Run 1, the metal 1 layer:
Scale: 4 px per um. Supply wires on this layer in grey.
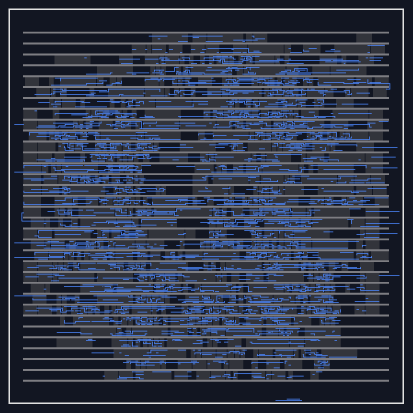
Run 1, met2 routing:
Scale: 4 px per um.
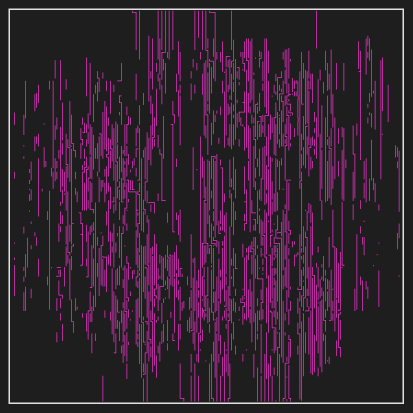
Run 1, met3 routing:
Scale: 6 px per um.
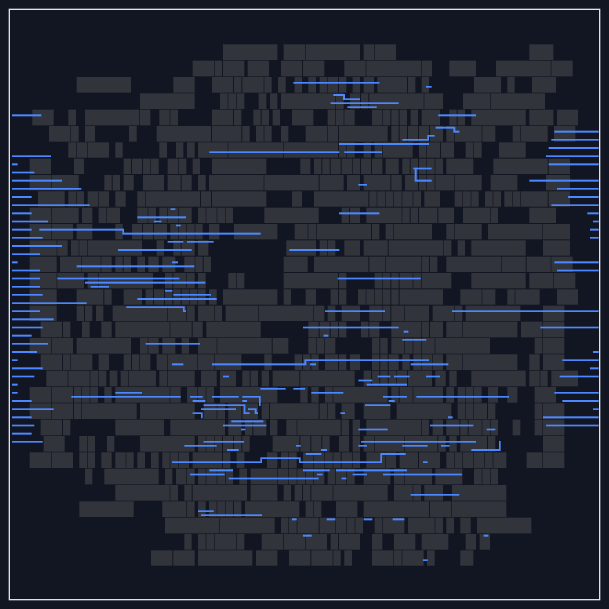
Run 1, the metal 4 layer:
Scale: 4 px per um. Supply wires on this layer in grey.
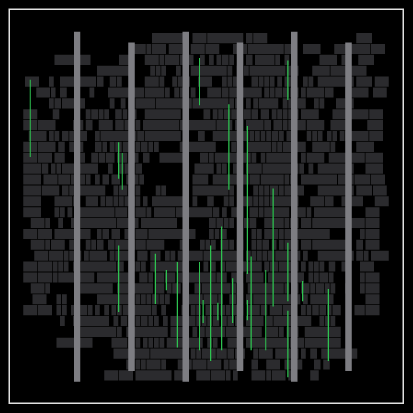
### config.mk
export PLATFORM = sky130hd
export DESIGN_NAME = gpu_draw_sequencer_flat
export DESIGN_NICKNAME = d
export VERILOG_FILES = /design/src/rtl/gpu_draw_sequencer_if.sv /design/src/rtl/gpu_draw_sequencer.sv /design/src/flat_wrapper.sv
export SDC_FILE = /design/constraint.sdc
export NUM_CORES = 1
export LEC_CHECK = 0
export ABC_AREA = 1
export CORE_MARGIN = 3
export CORE_UTILIZATION = 50
export DETAILED_ROUTE_END_ITERATION = 6
export PLACE_DENSITY = 0.91
export SKIP_CTS_REPAIR_TIMING = 1
export SYNTH_ARGS = -nofsm -noshare
export SYNTH_HDL_FRONTEND = slang
export SYNTH_SLANG_ARGS = --single-unit
### constraint.sdc
create_clock -name clk -period 2.75 [get_ports clk]
set_clock_uncertainty 0.15 [all_clocks]
set_input_delay 0.275 -clock clk [delete_from_list [all_inputs] [get_ports clk]]
set_output_delay 0.275 -clock clk [all_outputs]
set_load 0.01 [all_outputs]
### src/rtl/gpu_draw_sequencer_if.sv
// rtl/gpu_draw_sequencer_if.sv - command, sprite memory, framebuffer and scanout signals of the draw sequencer
interface gpu_draw_sequencer_if;
    logic [3:0]  gpu_cmd;
    logic [15:0] gpu_draw_offset;
    logic [7:0]  gpu_draw_x;
    logic [7:0]  gpu_draw_y;
    logic [7:0]  gpu_draw_length;
    logic        gpu_cmd_submitted;
    logic        gpu_ready;
    logic        gpu_collision;
    logic [15:0] mem_addr;
    logic        mem_rd_en;
    logic [7:0]  mem_rd_data;
    logic [7:0]  fb_addr;
    logic        fb_we;
    logic [7:0]  fb_wdata;
    logic [7:0]  fb_rdata;
    logic        scan_req;
    logic [7:0]  scan_addr;
    logic        scan_gnt;

    modport slave (
        input  gpu_cmd, gpu_draw_offset, gpu_draw_x, gpu_draw_y, gpu_draw_length,
               gpu_cmd_submitted, mem_rd_data, fb_rdata, scan_req, scan_addr,
        output gpu_ready, gpu_collision, mem_addr, mem_rd_en, fb_addr, fb_we,
               fb_wdata, scan_gnt
    );

    modport master (
        output gpu_cmd, gpu_draw_offset, gpu_draw_x, gpu_draw_y, gpu_draw_length,
               gpu_cmd_submitted, mem_rd_data, fb_rdata, scan_req, scan_addr,
        input  gpu_ready, gpu_collision, mem_addr, mem_rd_en, fb_addr, fb_we,
               fb_wdata, scan_gnt
    );
endinterface

### src/rtl/gpu_draw_sequencer.sv
// rtl/gpu_draw_sequencer.sv - CHIP-8 CLEAR/DRAW sequencer sharing the framebuffer port with scanout
// Define GPU_SPRITE_WRAP_EN to wrap sprites around the screen edges instead of clipping them.
module gpu_draw_sequencer #(
    parameter int FB_BYTES = 256,
    parameter int MAX_ROWS = 15
) (
    input  logic                clk,
    input  logic                reset,
    gpu_draw_sequencer_if.slave bus
);
    localparam int         ROW_BITS  = $clog2(MAX_ROWS + 1);
    localparam logic [7:0] LAST_ADDR = 8'(FB_BYTES - 1);

    typedef enum logic [3:0] {
        S_IDLE, S_DONE, S_CLEAR, S_FETCH, S_WAIT,
        S_READ_L, S_WRITE_L, S_READ_R, S_WRITE_R
    } state_t;

    state_t              state, state_next;
    logic [15:0]         offset;
    logic [2:0]          shift, col;
    logic [4:0]          y0;
    logic [ROW_BITS-1:0] rows, row_idx;
    logic [7:0]          clr_addr, sprite, old_q;
    logic                rd_pend, collision;

    logic        granted, last_row, row_end, has_right, row_done;
    logic [5:0]  row_sum;
    logic [15:0] shifted;
    logic [7:0]  old_val, part;
    logic [7:0]  seq_addr, seq_wdata;
    logic        seq_we;
    logic        unused_bits;

    assign unused_bits = ^{bus.gpu_draw_x[7:6], bus.gpu_draw_y[7:5], bus.gpu_draw_length[7:ROW_BITS]};

    assign granted  = !bus.scan_req;
    assign row_sum  = 6'(y0) + 6'(row_idx);
    assign last_row = (row_idx + ROW_BITS'(1)) == rows;
`ifdef GPU_SPRITE_WRAP_EN
    assign has_right = (shift != 3'd0);
    assign row_end   = last_row;
`else
    logic [5:0] next_sum;
    assign next_sum  = row_sum + 6'd1;
    assign has_right = (shift != 3'd0) && (col != 3'd7);
    assign row_end   = last_row || next_sum[5];
`endif
    // Upper byte lands in the left column, spill-over bits in the right one.
    assign shifted  = {sprite, 8'h00} >> shift;
    assign part     = (state == S_WRITE_R) ? shifted[7:0] : shifted[15:8];
    assign old_val  = rd_pend ? bus.fb_rdata : old_q;
    assign row_done = ((state == S_WRITE_L) && !has_right) || (state == S_WRITE_R);

    always_ff @(posedge clk or posedge reset) begin
        if (reset) state <= S_IDLE;
        else       state <= state_next;
    end

    always_comb begin
        state_next = state;
        case (state)
            S_IDLE: if (bus.gpu_cmd_submitted) begin
                if (bus.gpu_cmd == 4'd1)
                    state_next = S_CLEAR;
                else if (bus.gpu_cmd == 4'd2 && bus.gpu_draw_length[ROW_BITS-1:0] != '0)
                    state_next = S_FETCH;
                else
                    state_next = S_DONE;
            end
            S_DONE:    state_next = S_IDLE;
            S_CLEAR:   if (granted && clr_addr == LAST_ADDR) state_next = S_IDLE;
            S_FETCH:   state_next = S_WAIT;
            S_WAIT:    state_next = S_READ_L;
            S_READ_L:  if (granted) state_next = S_WRITE_L;
            S_WRITE_L: if (granted) state_next = has_right ? S_READ_R : (row_end ? S_IDLE : S_FETCH);
            S_READ_R:  if (granted) state_next = S_WRITE_R;
            S_WRITE_R: if (granted) state_next = row_end ? S_IDLE : S_FETCH;
            default:   state_next = S_IDLE;
        endcase
    end

    always_ff @(posedge clk or posedge reset) begin
        if (reset) begin
            offset    <= '0;
            shift     <= '0;
            col       <= '0;
            y0        <= '0;
            rows      <= '0;
            row_idx   <= '0;
            clr_addr  <= '0;
            sprite    <= '0;
            old_q     <= '0;
            rd_pend   <= 1'b0;
            collision <= 1'b0;
        end else begin
            // Read data is taken one cycle after our own read even if scanout owns the port now.
            rd_pend <= ((state == S_READ_L) || (state == S_READ_R)) && granted;
            if (rd_pend) old_q <= bus.fb_rdata;
            if (state == S_IDLE && bus.gpu_cmd_submitted) begin
                offset   <= bus.gpu_draw_offset;
                shift    <= bus.gpu_draw_x[2:0];
                col      <= bus.gpu_draw_x[5:3];
                y0       <= bus.gpu_draw_y[4:0];
                rows     <= bus.gpu_draw_length[ROW_BITS-1:0];
                row_idx  <= '0;
                clr_addr <= '0;
                if (bus.gpu_cmd == 4'd2) collision <= 1'b0;
            end
            if (state == S_CLEAR && granted) clr_addr <= clr_addr + 8'd1;
            if (state == S_WAIT) sprite <= bus.mem_rd_data;
            if (((state == S_WRITE_L) || (state == S_WRITE_R)) && granted) begin
                if ((old_val & part) != 8'h00) collision <= 1'b1;
                if (row_done) row_idx <= row_idx + ROW_BITS'(1);
            end
        end
    end

    always_comb begin
        seq_addr  = 8'h00;
        seq_wdata = 8'h00;
        seq_we    = 1'b0;
        case (state)
            S_CLEAR: begin
                seq_addr = clr_addr;
                seq_we   = 1'b1;
            end
            S_READ_L:  seq_addr = {row_sum[4:0], col};
            S_WRITE_L: begin
                seq_addr  = {row_sum[4:0], col};
                seq_wdata = old_val ^ part;
                seq_we    = 1'b1;
            end
            S_READ_R:  seq_addr = {row_sum[4:0], col + 3'd1};
            S_WRITE_R: begin
                seq_addr  = {row_sum[4:0], col + 3'd1};
                seq_wdata = old_val ^ part;
                seq_we    = 1'b1;
            end
            default: ;
        endcase
        bus.gpu_ready     = (state == S_IDLE);
        bus.gpu_collision = collision;
        bus.mem_rd_en     = (state == S_FETCH);
        bus.mem_addr      = (state == S_FETCH) ? offset + 16'(row_idx) : 16'h0000;
        bus.scan_gnt      = bus.scan_req;
        bus.fb_addr       = bus.scan_req ? bus.scan_addr : seq_addr;
        bus.fb_we         = seq_we && !bus.scan_req;
        bus.fb_wdata      = seq_wdata;
    end
endmodule

### src/flat_wrapper.sv
// flat-port wrapper written by rule: the top's interface ports become plain ports
module gpu_draw_sequencer_flat 
#(
    parameter int FB_BYTES = 256,
    parameter int MAX_ROWS = 15
)
  (clk, reset, bus_gpu_cmd, bus_gpu_draw_offset, bus_gpu_draw_x, bus_gpu_draw_y, bus_gpu_draw_length, bus_gpu_cmd_submitted, bus_mem_rd_data, bus_fb_rdata, bus_scan_req, bus_scan_addr, bus_gpu_ready, bus_gpu_collision, bus_mem_addr, bus_mem_rd_en, bus_fb_addr, bus_fb_we, bus_fb_wdata, bus_scan_gnt);
  gpu_draw_sequencer_if bus_i ();
  input  logic clk;
  input  logic reset;
  input wire logic [$bits(bus_i.gpu_cmd)-1:0] bus_gpu_cmd;
  input wire logic [$bits(bus_i.gpu_draw_offset)-1:0] bus_gpu_draw_offset;
  input wire logic [$bits(bus_i.gpu_draw_x)-1:0] bus_gpu_draw_x;
  input wire logic [$bits(bus_i.gpu_draw_y)-1:0] bus_gpu_draw_y;
  input wire logic [$bits(bus_i.gpu_draw_length)-1:0] bus_gpu_draw_length;
  input wire logic [$bits(bus_i.gpu_cmd_submitted)-1:0] bus_gpu_cmd_submitted;
  input wire logic [$bits(bus_i.mem_rd_data)-1:0] bus_mem_rd_data;
  input wire logic [$bits(bus_i.fb_rdata)-1:0] bus_fb_rdata;
  input wire logic [$bits(bus_i.scan_req)-1:0] bus_scan_req;
  input wire logic [$bits(bus_i.scan_addr)-1:0] bus_scan_addr;
  output wire logic [$bits(bus_i.gpu_ready)-1:0] bus_gpu_ready;
  output wire logic [$bits(bus_i.gpu_collision)-1:0] bus_gpu_collision;
  output wire logic [$bits(bus_i.mem_addr)-1:0] bus_mem_addr;
  output wire logic [$bits(bus_i.mem_rd_en)-1:0] bus_mem_rd_en;
  output wire logic [$bits(bus_i.fb_addr)-1:0] bus_fb_addr;
  output wire logic [$bits(bus_i.fb_we)-1:0] bus_fb_we;
  output wire logic [$bits(bus_i.fb_wdata)-1:0] bus_fb_wdata;
  output wire logic [$bits(bus_i.scan_gnt)-1:0] bus_scan_gnt;
  assign bus_i.gpu_cmd = bus_gpu_cmd;
  assign bus_i.gpu_draw_offset = bus_gpu_draw_offset;
  assign bus_i.gpu_draw_x = bus_gpu_draw_x;
  assign bus_i.gpu_draw_y = bus_gpu_draw_y;
  assign bus_i.gpu_draw_length = bus_gpu_draw_length;
  assign bus_i.gpu_cmd_submitted = bus_gpu_cmd_submitted;
  assign bus_i.mem_rd_data = bus_mem_rd_data;
  assign bus_i.fb_rdata = bus_fb_rdata;
  assign bus_i.scan_req = bus_scan_req;
  assign bus_i.scan_addr = bus_scan_addr;
  assign bus_gpu_ready = bus_i.gpu_ready;
  assign bus_gpu_collision = bus_i.gpu_collision;
  assign bus_mem_addr = bus_i.mem_addr;
  assign bus_mem_rd_en = bus_i.mem_rd_en;
  assign bus_fb_addr = bus_i.fb_addr;
  assign bus_fb_we = bus_i.fb_we;
  assign bus_fb_wdata = bus_i.fb_wdata;
  assign bus_scan_gnt = bus_i.scan_gnt;
  gpu_draw_sequencer #(.FB_BYTES(FB_BYTES), .MAX_ROWS(MAX_ROWS)) u_core (.clk(clk), .reset(reset), .bus(bus_i));
endmodule
==> run notes, run 1 <==
run results: status=finished with violations, failing checks=negative setup slack, Setup violations, final=1, Chip Width=98.1 um, final core utilization=71.8%, final worst slack=-0.223 ns, Worst Path Max Fanout=13, H-tree depth=3, Tcrit/Tclk final=108%, Critical Path End=bus_fb_wdata[7], asr flop ratio synth=100%, die area=0.00963 mm2, Iter 0 DRT Violations=313, OpenROAD warning count=36, register area share after synthesis=38.3%, Crit path largest cell delay=0.54 ns, Max-Cap Viols=0, worst endpoint data arrival time=2.55 ns, Crit. path cell count=9, Cell Area, Synth=0.00425 mm2, Setup crit start=u_core.shift[0]$_DFFE_PP0P_, cell family with most CP delay=buffers and inverters, Post-DP HPWL=8860 um, gpl congestion=0.919, MI comb area=0.00231 mm2, VDD IR max=0.356 mV, cell taking the most area after synthesis=dfrtp_1, synth warn=0, Slew @ Worst Pin=0.834 ns, fmax=336 MHz, synth cell count leaders=182 x nand2_1, 72 x inv_1, 65 x dfrtp_1, 49 x nor2_1, 35 x o21ai_0, first-pass GRT wire length=19,400 um, grt ovf=0, Crit Path Category=reg -> out, NumNets Final=781, CTS clk-pin slew, worst paths=0.07 ns, Critical Path Source Type=flop, # rows=32, # clock sinks=65, Dominant flop cell=dfrtp_1, HP Class=in -> async, Area leader share=38.3%
## Picture notes: 'the metal 1 layer'
- longest straight run: 24.8 um
- share of all routed wire: 40%
- nets with wire on the layer: 691
- wire length on this layer: 4,840 um
grt met1 use: 30.4%
final wirelength: 12,200 um
vias: 4,434

## Picture notes: 'met2 routing'
- main direction: vertical
- wire length on this layer: 5,910 um
- nets with wire on the layer: 667
- share of all routed wire: 49%
Global Route met2 Usage: 40.5%

## Picture notes: 'met3 routing'
- wire length on this layer: 1,010 um
- main direction: horizontal
met3 usage: 6.07%

## Picture notes: 'the metal 4 layer'
- longest straight run: 36.7 um
- wire length on this layer: 401 um
- share of all routed wire: 3.3%

==> run 1: report_power, final <==
part	switching, uW	leakage (uW)	internal (uW)	total, uW
Sequential	295	0.000824	1330	1620
Combinational	1520	0.00212	994	2510
Clock	373	0.000102	461	833
==> run 1: worst min path at each step <==
stage | from | endpoint | depth (start not counted)
3_3_place_gp | u_core.clr_addr[7]$_DFFE_PP0P_ | u_core.clr_addr[7]$_DFFE_PP0P_ | 1
3_5_place_dp | u_core.offset[2]$_DFFE_PP0P_ | u_core.offset[2]$_DFFE_PP0P_ | 2
6_report | reset | u_core.sprite[3]$_DFFE_PP0P_ | 2
4_1_cts | reset | u_core.sprite[3]$_DFFE_PP0P_ | 2
5_1_grt | reset | u_core.sprite[3]$_DFFE_PP0P_ | 2
2_1_floorplan | bus_gpu_draw_offset[0] | u_core.offset[0]$_DFFE_PP0P_ | 2
==> run 1: layer usage <==
metal  wire (um)  track usage, %
met5           0               0
met1        4840            30.4
met4         401            9.87
met3        1010            6.07
met2        5910            40.5
==> run 1: stage by stage <==
step                      instance area (um2)  hold slack (ns)  power (uW)  worst slack, ns  setup TNS (ns)
after global placement                   5350            0.306        3800           0.0819               0
after floorplan                          4250            0.242        3240            0.564               0
final                                    5720            0.127        4970           -0.223          -0.223
after global routing                     5720            0.177        5360           -0.356          -0.382
after detailed placement                 5350            0.317        3960           0.0433               0
after CTS                                5550            0.144        4820           -0.357           -4.58
==> run 1: cell families (layout without fill, tap and decap cells) <==
family	after synthesis	count (layout)	synth area share (%)
buf+inv	96	208	9.70
flops	65	65	38.3
fa+ha+maj	22	22	6.84
mux	10	10	2.59
compound gates	100	100	13.3
xor+xnor	2	2	0.413
simple gates	284	284	28.9
==> run 1: cell type report <==
type | count | share of cell area [%]
clock inverters | 3 | 0.700
clock buffers | 12 | 2.71
flip-flops and latches | 65 | 28.5
multi-input cells | 418 | 40.4
repair buffers | 112 | 20.1
well taps | 102 | 2.23
inverters | 81 | 5.36
==> run 1: sequential cells by signal, indices dropped and copies added (netlist names) <==
register,cells
u_core.state,4
u_core.y0,5
u_core.sprite,8
u_core.rd_pend,1
u_core.shift,3
u_core.bus.gpu_collision,1
u_core.clr_addr,8
u_core.col,3
u_core.rows,4
u_core.offset,16
u_core.old_q,8
u_core.row_idx,4
==> run 1: placed cells by master (no fill, tap or decap), types with 4 or more instances in the layout <==
cell / netlist / routed
nand2_2: 4 / 4
o21ai_0: 35 / 29
o21ai_1: 17 / 22
inv_2: 6 / 11
o221ai_1: 9 / 8
nand3_1: 23 / 22
a21oi_1: 21 / 19
nor2_2: 3 / 6
clkbuf_8: 0 / 11
ha_1: 20 / 18
nor2_1: 49 / 45
inv_1: 72 / 68
mux2_2: 8 / 8
o22ai_1: 11 / 11
clkdlybuf4s50_1: 0 / 74
nand2_1: 182 / 181
dfrtp_1: 65 / 64
dlymetal6s2s_1: 0 / 22
nand4_1: 5 / 5
buf_4: 1 / 9
Run 1, congestion heat map:
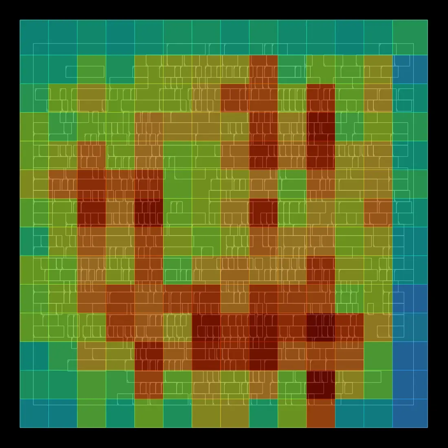

--- run 2 (diff from run 1) ---
SETUP_SLACK_MARGIN = 0.3   (was default)
Run 2, congestion heat map:
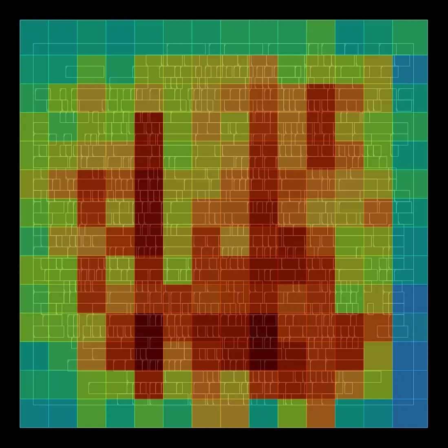
final core utilization: 77.0%
routed length per instance: 17.8 um

==> run notes, run 2 <==
run results: Largest Register=u_core.offset, CTS clk-pin slew, worst paths=0.08 ns (about the same), overall power=5700 uW (+15%), Area leader share=38.3% (unchanged), status=finished clean, max reg flops=16 (unchanged), Worst Path Max Fanout=4 (-9), OpenROAD warning count=36 (unchanged), H-tree depth=3 (unchanged), Cell Area, Synth=0.00425 mm2 (unchanged), synth cell count leaders=182 x nand2_1, 72 x inv_1, 65 x dfrtp_1, 49 x nor2_1, 35 x o21ai_0, asr flop ratio synth=100% (unchanged), Max-Cap Viols=0 (unchanged), Post-DP HPWL=8860 um (unchanged), gpl congestion=0.919 (unchanged), Dominant flop cell=dfrtp_1, # clock sinks=65 (unchanged), Top Usage Layer GRT=met2, NumNets Final=799 (+2.3%), met3 usage=6.07% (unchanged), worst endpoint data arrival time=2.25 ns (-0.30 ns), Setup violations, final=0 (-1), grt ovf=0 (unchanged), Hold Slack=0.122 ns (-0.00547 ns), first-pass GRT wire length=19,400 um (unchanged), Iter 0 DRT Violations=382 (+22%), # rows=32 (unchanged), Slew @ Worst Pin=0.867 ns (+0.0333 ns), grt met1 use=30.4% (unchanged), Tcrit/Tclk final=97.2% (-11 points), synth warn=0 (unchanged), VDD IR max=0.387 mV (+8.7%), dominant logic cell types in the final layout=164 x nand2_1, 67 x clkdlybuf4s50_1, 62 x dfrtp_1, 59 x inv_1, 38 x nor2_1, HP Class=in -> async, Global Route met2 Usage=40.5% (unchanged), Critical Path Source Type=flop, Setup crit start=u_core.state[3]$_DFFE_PP0P_, total CTS buffers=9, die area=0.00963 mm2 (unchanged), cell taking the most area after synthesis=dfrtp_1, Die H=98.1 um, fmax=374 MHz (+11%), commonest non-fill, non-tap cell in the layout=nand2_1
Run 2, the metal 1 layer:
Scale: 4 px per um. Supply wires on this layer in grey.
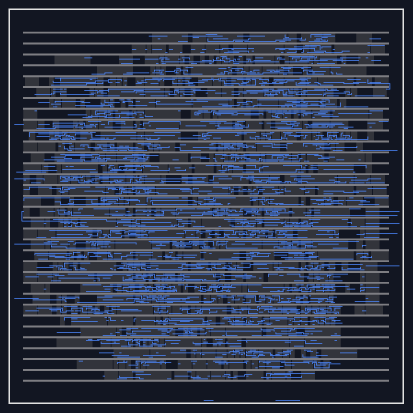
- nets with wire on the layer: 695
- wire length on this layer: 5,300 um
- share of all routed wire: 37%
vias: 4,711
final wirelength: 14,500 um

-- run 2: cell count changes in the layout (fill, tap and decap cells not counted), moves of 10 or more --
| cell | change |
|---|---|
| buf_2 | +20 |
| nand2_1 | -17 |
| buf_4 | +15 |
| dlymetal6s2s_1 | -12 |
| nand2_2 | +12 |
| o21ai_2 | +10 |
-- run 2: how the worst max path moves through the flow --
stage	end	cells after the start
6_report	bus_fb_addr[1]	8
2_1_floorplan	bus_mem_addr[12]	10
3_3_place_gp	bus_mem_addr[13]	10
3_5_place_dp	bus_mem_addr[12]	11
5_1_grt	bus_mem_addr[12]	11
4_1_cts	bus_mem_addr[12]	11
-- run 2: area by class of cell --
cell class,instances,area [um2],area share (%)
well taps,102,128,2.08
flip-flops and latches,65,1630,26.6
clock buffers,12,155,2.53
clock inverters,3,40.0,0.653
inverters,81,322,5.24
repair buffers,130,1170,19.1
multi-input cells,418,2690,43.8
-- run 2: critical path, stage by stage (launching register included) --
cell and delay, ns:
dfrtp_2 0.46, nor2_4 0.17, nand2_1 0.17, o21ai_2 0.23
nand2_1 0.09, nand2_1 0.08, a21oi_1 0.05, o21ai_1 0.12
clkdlybuf4s50_1 0.54
-- run 2: cell families (layout without fill, tap and decap cells) --
family,count (synthesis),after routing,share of synthesized area (%)
compound gates,100,100,13.3
xor+xnor,2,2,0.413
fa+ha+maj,22,22,6.84
buf+inv,96,226,9.70
flops,65,65,38.3
mux,10,10,2.59
simple gates,284,284,28.9
-- run 2: metal layers --
layer | routed length (um) | vias up | part of all wire (%)
li1 | - | 2132 | -
met3 | 1400 | 77 | 9.7
met2 | 7040 | 309 | 49
met1 | 5300 | 2193 | 37
met5 | 0 | - | 0
met4 | 720 | 0 | 5.0
-- run 2: power breakdown --
part           internal [uW]  switching, uW  total, uW
registers               1330            370       1700
logic                   1270           1870       3140
clock network            461            391        852
-- run 2: through the flow --
step | area [um2] | TNS, ns | setup slack (ns)
6_report | 6130 | 0 | 0.0760
5_1_grt | 6130 | -0.0431 | -0.0339
4_1_cts | 5550 | -4.58 | -0.357
3_5_place_dp | 5350 | 0 | 0.0433
3_3_place_gp | 5350 | 0 | 0.0819
2_1_floorplan | 4250 | 0 | 0.564
Power and IR drop assume default switching activity.
